<file path="src/rtl/nibble_serial_adder.sv">
// Wide unsigned adder that streams one 4-bit slice per cycle through a
// four_bit_parallel_adder and chains the carry through a flip-flop.

module four_bit_parallel_adder (
    input  logic [3:0] a,
    input  logic [3:0] b,
    input  logic       cin,
    output logic [3:0] sum,
    output logic       cout
);

    logic [4:0] total_s;

    assign total_s = {1'b0, a} + {1'b0, b} + {4'b0000, cin};
    assign sum     = total_s[3:0];
    assign cout    = total_s[4];

endmodule

module nibble_serial_adder #(
    parameter int NIBBLES = 4,
    parameter int WIDTH   = 4 * NIBBLES
) (
    input  logic             clk,
    input  logic             rst,
    input  logic             start,
    input  logic [WIDTH-1:0] A,
    input  logic [WIDTH-1:0] B,
    input  logic             Cin,
    output logic             busy,
    output logic             done,
    output logic [WIDTH-1:0] S,
    output logic             Cout
);

    localparam int CW = (NIBBLES > 1) ? $clog2(NIBBLES) : 1;
    localparam logic [CW-1:0] LAST = CW'(NIBBLES - 1);

    typedef enum logic [1:0] {
        IDLE = 2'd0,
        ADD  = 2'd1,
        DONE = 2'd2
    } state_t;

    state_t           state_r;
    logic [WIDTH-1:0] a_r;
    logic [WIDTH-1:0] b_r;
    logic             carry_r;
    logic [CW-1:0]    cnt_r;

    logic [3:0]       a_nib_s;
    logic [3:0]       b_nib_s;
    logic [3:0]       sum_s;
    logic             cout_s;

    // Select the operand slice addressed by the nibble counter.
    always_comb begin
        a_nib_s = 4'h0;
        b_nib_s = 4'h0;
        for (int i = 0; i < NIBBLES; i++) begin
            a_nib_s = a_nib_s | (a_r[4*i +: 4] & {4{cnt_r == CW'(i)}});
            b_nib_s = b_nib_s | (b_r[4*i +: 4] & {4{cnt_r == CW'(i)}});
        end
    end

    four_bit_parallel_adder u_slice (
        .a    (a_nib_s),
        .b    (b_nib_s),
        .cin  (carry_r),
        .sum  (sum_s),
        .cout (cout_s)
    );

    // Control FSM with operand capture, sum assembly and registered status.
    always_ff @(posedge clk) begin
        if (rst) begin
            state_r <= IDLE;
            busy    <= 1'b0;
            done    <= 1'b0;
            S       <= '0;
            Cout    <= 1'b0;
            a_r     <= '0;
            b_r     <= '0;
            carry_r <= 1'b0;
            cnt_r   <= '0;
        end else begin
            case (state_r)
                IDLE: begin
                    done <= 1'b0;
                    if (start) begin
                        a_r     <= A;
                        b_r     <= B;
                        carry_r <= Cin;
                        cnt_r   <= '0;
                        busy    <= 1'b1;
                        state_r <= ADD;
                    end
                end
                ADD: begin
                    for (int i = 0; i < NIBBLES; i++) begin
                        if (cnt_r == CW'(i)) begin
                            S[4*i +: 4] <= sum_s;
                        end
                    end
                    carry_r <= cout_s;
                    // Final slice: capture the carry-out and flag completion.
                    if (cnt_r == LAST) begin
                        Cout    <= cout_s;
                        done    <= 1'b1;
                        state_r <= DONE;
                    end else begin
                        cnt_r <= cnt_r + CW'(1);
                    end
                end
                DONE: begin
                    done    <= 1'b0;
                    busy    <= 1'b0;
                    state_r <= IDLE;
                end
                default: begin
                    done    <= 1'b0;
                    busy    <= 1'b0;
                    state_r <= IDLE;
                end
            endcase
        end
    end

endmodule

</file>
<file path="config.mk">
export PLATFORM = sky130hd
export DESIGN_NAME = nibble_serial_adder
export DESIGN_NICKNAME = d
export VERILOG_FILES = /design/src/rtl/nibble_serial_adder.sv
export SDC_FILE = /design/constraint.sdc
export NUM_CORES = 1
export LEC_CHECK = 0
export CAP_MARGIN = 20
export CELL_PAD_IN_SITES_DETAIL_PLACEMENT = 1
export CELL_PAD_IN_SITES_GLOBAL_PLACEMENT = 2
export CORE_AREA = 3 3 69 136
export DETAILED_ROUTE_END_ITERATION = 6
export DIE_AREA = 0 0 72 139
export GPL_ROUTABILITY_DRIVEN = 1
export GPL_TIMING_DRIVEN = 0
export HOLD_SLACK_MARGIN = 0.12
export PLACE_DENSITY_LB_ADDON = 0.1
export SETUP_SLACK_MARGIN = 0.5
export SLEW_MARGIN = 10
export SYNTH_ARGS = -nofsm -noshare
export SYNTH_HDL_FRONTEND = slang
export SYNTH_SLANG_ARGS = --single-unit
</file>
<file path="constraint.sdc">
create_clock -name clk -period 2.75 [get_ports clk]
set_input_delay 0.55 -clock clk [delete_from_list [all_inputs] [get_ports clk]]
set_output_delay 0.55 -clock clk [all_outputs]
set_load 0.05 [all_outputs]
</file>
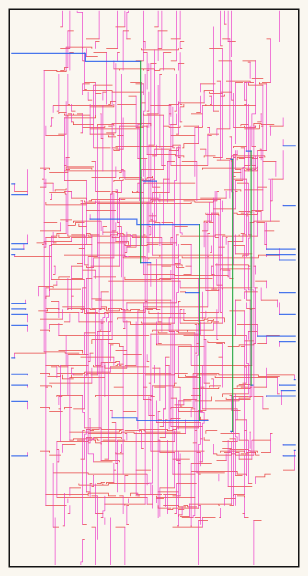
(images/metal_stack.png)
Scale: 4 px per µm.
colour	layer	wire length
green	met4	226 µm
blue	met3	208 µm
magenta	met2	4230 µm
red	met1	2710 µm

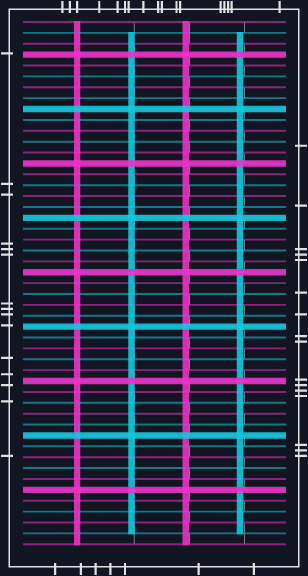
(images/pdn.png)
Scale: 4 px per µm. Pins as bars on the die edge. Tap cells in grey.
colour	net
cyan	VDD
magenta	VSS
met1 rails	49
tap cells	100
met4 straps	4
met5 straps	9

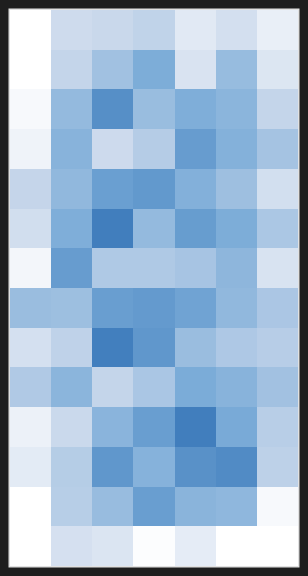
(images/density.png)
Scale: 4 px per µm. The die is cut into 7 by 14 equal tiles; white is low, dark blue is high, 0 to 100% covered.
densest ninth of the die	centre
nearly empty tiles	7.1%
mean over tiles	34%
fullest tile	68%

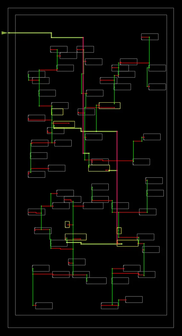
(images/final_clocks.png)
final-layout clock buffer total: 6
number of sequential storage elements: 56

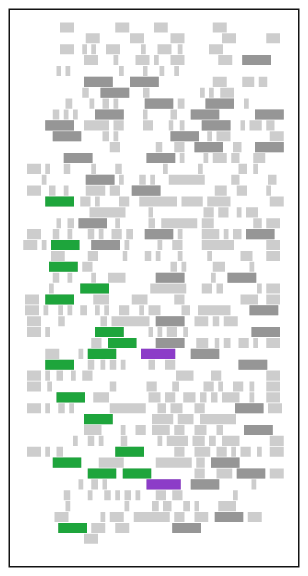
(images/registers.png)
Scale: 4 px per µm. Other sequential cells in the stronger grey, the rest of the logic in the fainter grey.
colour	name in the netlist	flops
green	b_r	16
purple	cnt_r	2
not coloured	38

power by group:
part / switching, mW / internal, mW
Combinational: 0.192 / 0.168
Clock: 0.296 / 0.360
Sequential: 0.0270 / 0.852
worst paths after layout:
| kind | start | end | cells past startpoint | slack (ps) |
|---|---|---|---|---|
| setup / recovery | cnt_r[1]$_SDFFE_PP0P_ | carry_r$_SDFFE_PP0P_ | 10 | 430 |
| hold / removal | b_r[14]$_SDFFE_PP0P_ | b_r[14]$_SDFFE_PP0P_ | 2 | 460 |
| setup reg to reg | cnt_r[1]$_SDFFE_PP0P_ | carry_r$_SDFFE_PP0P_ | 10 | 430 |
| hold reg to reg | b_r[14]$_SDFFE_PP0P_ | b_r[14]$_SDFFE_PP0P_ | 2 | 460 |
critical path, cell delays in order, from the launching register on:
cell	delay, ps
sky130_fd_sc_hd__dfxtp_4	370
sky130_fd_sc_hd__inv_4	40
sky130_fd_sc_hd__ha_4	150
sky130_fd_sc_hd__buf_8	130
sky130_fd_sc_hd__a22o_4	270
sky130_fd_sc_hd__a221oi_4	240
sky130_fd_sc_hd__fa_2	290
sky130_fd_sc_hd__fa_2	220
sky130_fd_sc_hd__nor2b_2	50
sky130_fd_sc_hd__o21a_1	160
sky130_fd_sc_hd__o311a_1	280
final cells by class:
type	instances	share of cell area, %
buffer	23	5.02
clock buffer	6	3.93
clock inverter	2	0.283
inverter	6	0.707
multi-input combinational	203	36.8
sequential	56	31.9
tap	100	3.54
timing repair buffer	66	17.8
timing repair:
action                                  4_1_cts  5_1_grt
endpoints found under the setup margin       18       14
pin swaps                                     6        3
gates resized                                29        9
buffers inserted                             11        1
routing by layer:
metal  share of wire [%]  routed length [µm]  global-route usage (%)
met2                  57                4230                    30.0
met3                 2.8                 208                    2.90
met4                 3.0                 225                    6.94
met5                   0                   0                       0
met1                  37                2710                    15.9
==> flow_summary.rst <==
Run summary
-----------

.. list-table::
   :header-rows: 1

   * - Metric
     - Value
   * - Sum Neg Setup Slack
     - 0 ps
   * - Final cell utilization of the core
     - 41.2%
   * - Highest ir drop seen on vdd
     - 0.287 mV
   * - IO Pins
     - about 55
   * - Total of max-cap violations
     - 0
   * - Tally of unique sky130hd cells used after synthesis
     - 35
   * - Endpoint kind of the worst setup timing path
     - register
   * - Pins over their slew limit
     - 0
   * - Area of all sequential standard cells
     - approximately 0.0011 mm²
   * - FP Core Util
     - 28.5%
   * - Number of search-and-repair iterations in the first detailed-routing pass
     - 4
   * - Crit path required time
     - between 2000 and 3000 ps
   * - ANT cells
     - 0
   * - Latest clock arrival within the worst-skew pair
     - 300 ps
   * - Placeable Area
     - 0.00859 mm²
   * - Max H-tree Level
     - 2
   * - Layout cells sized above 1
     - approximately 18%
   * - Arrival time reported for the critical path endpoint
     - between 2000 and 3000 ps
   * - Slew at the pin closest to its max-slew limit
     - 588 ps
   * - Cell types with the largest area share after synthesis
     - sky130_fd_sc_hd__dfxtp_1 (46%), sky130_fd_sc_hd__nand2_1 (11%), sky130_fd_sc_hd__a21oi_1 (7.4%)
   * - Avg Inst Size Synth
     - between 8 and 9 µm²
   * - FILL cells
     - 1026
   * - Run status
     - finished clean
   * - Weighted congestion reported at the end of routability-driven placement
     - 0.745
   * - Fraction of the cycle the final worst path needs
     - between 80% and 90%
   * - TritonCTS clock tree
     - done
   * - Worst Slack Setup Final
     - around 430 ps
   * - Number of synthesized flops with an enable pin
     - 0
   * - Detailed-placement wirelength estimate
     - between 5 and 6 mm
   * - Endpoints failing hold
     - 0
   * - Total power after layout
     - roughly 1.9 mW
   * - Pin count of the biggest net entering global routing
     - 17
   * - Biggest regs
     - S (16), a_r (16), b_r (16)
   * - Synth Area in Simple Gates
     - about a fifth
   * - Kind of start point of the critical path
     - register
   * - Pre-CTS setup slack
     - 92.6 ps
   * - Number of cells after detailed placement
     - roughly 440
   * - Synth area leader
     - sky130_fd_sc_hd__dfxtp_1
   * - Total die size
     - approximately 0.01 mm²
   * - Max Clock Freq
     - ~0.43 GHz
   * - Top area contributor share
     - a little under half
   * - Number of DRC markers after the initial detailed-route iteration
     - 61
   * - Count of state elements after synthesis
     - between 50 and 60
   * - Max_slew headroom
     - 60.8%
   * - Asr flop ratio synth
     - 0%
   * - Main combinational cell family by area after synthesis
     - simple AND/OR/NAND/NOR gates
   * - Sinks on the clock net
     - between 50 and 60
   * - Netlist area before placement
     - 0.00245 mm²
   * - Vias per cell
     - around 4.8
   * - Number of antenna violations at the first check in global routing
     - 0
   * - Wire length per cell
     - approximately 16 µm
   * - OpenROAD warning count
     - 31
   * - Vias after detailed routing
     - around 2200
   * - Number of nets with antenna violations after detailed routing
     - 0
Power and IR drop assume default switching activity.
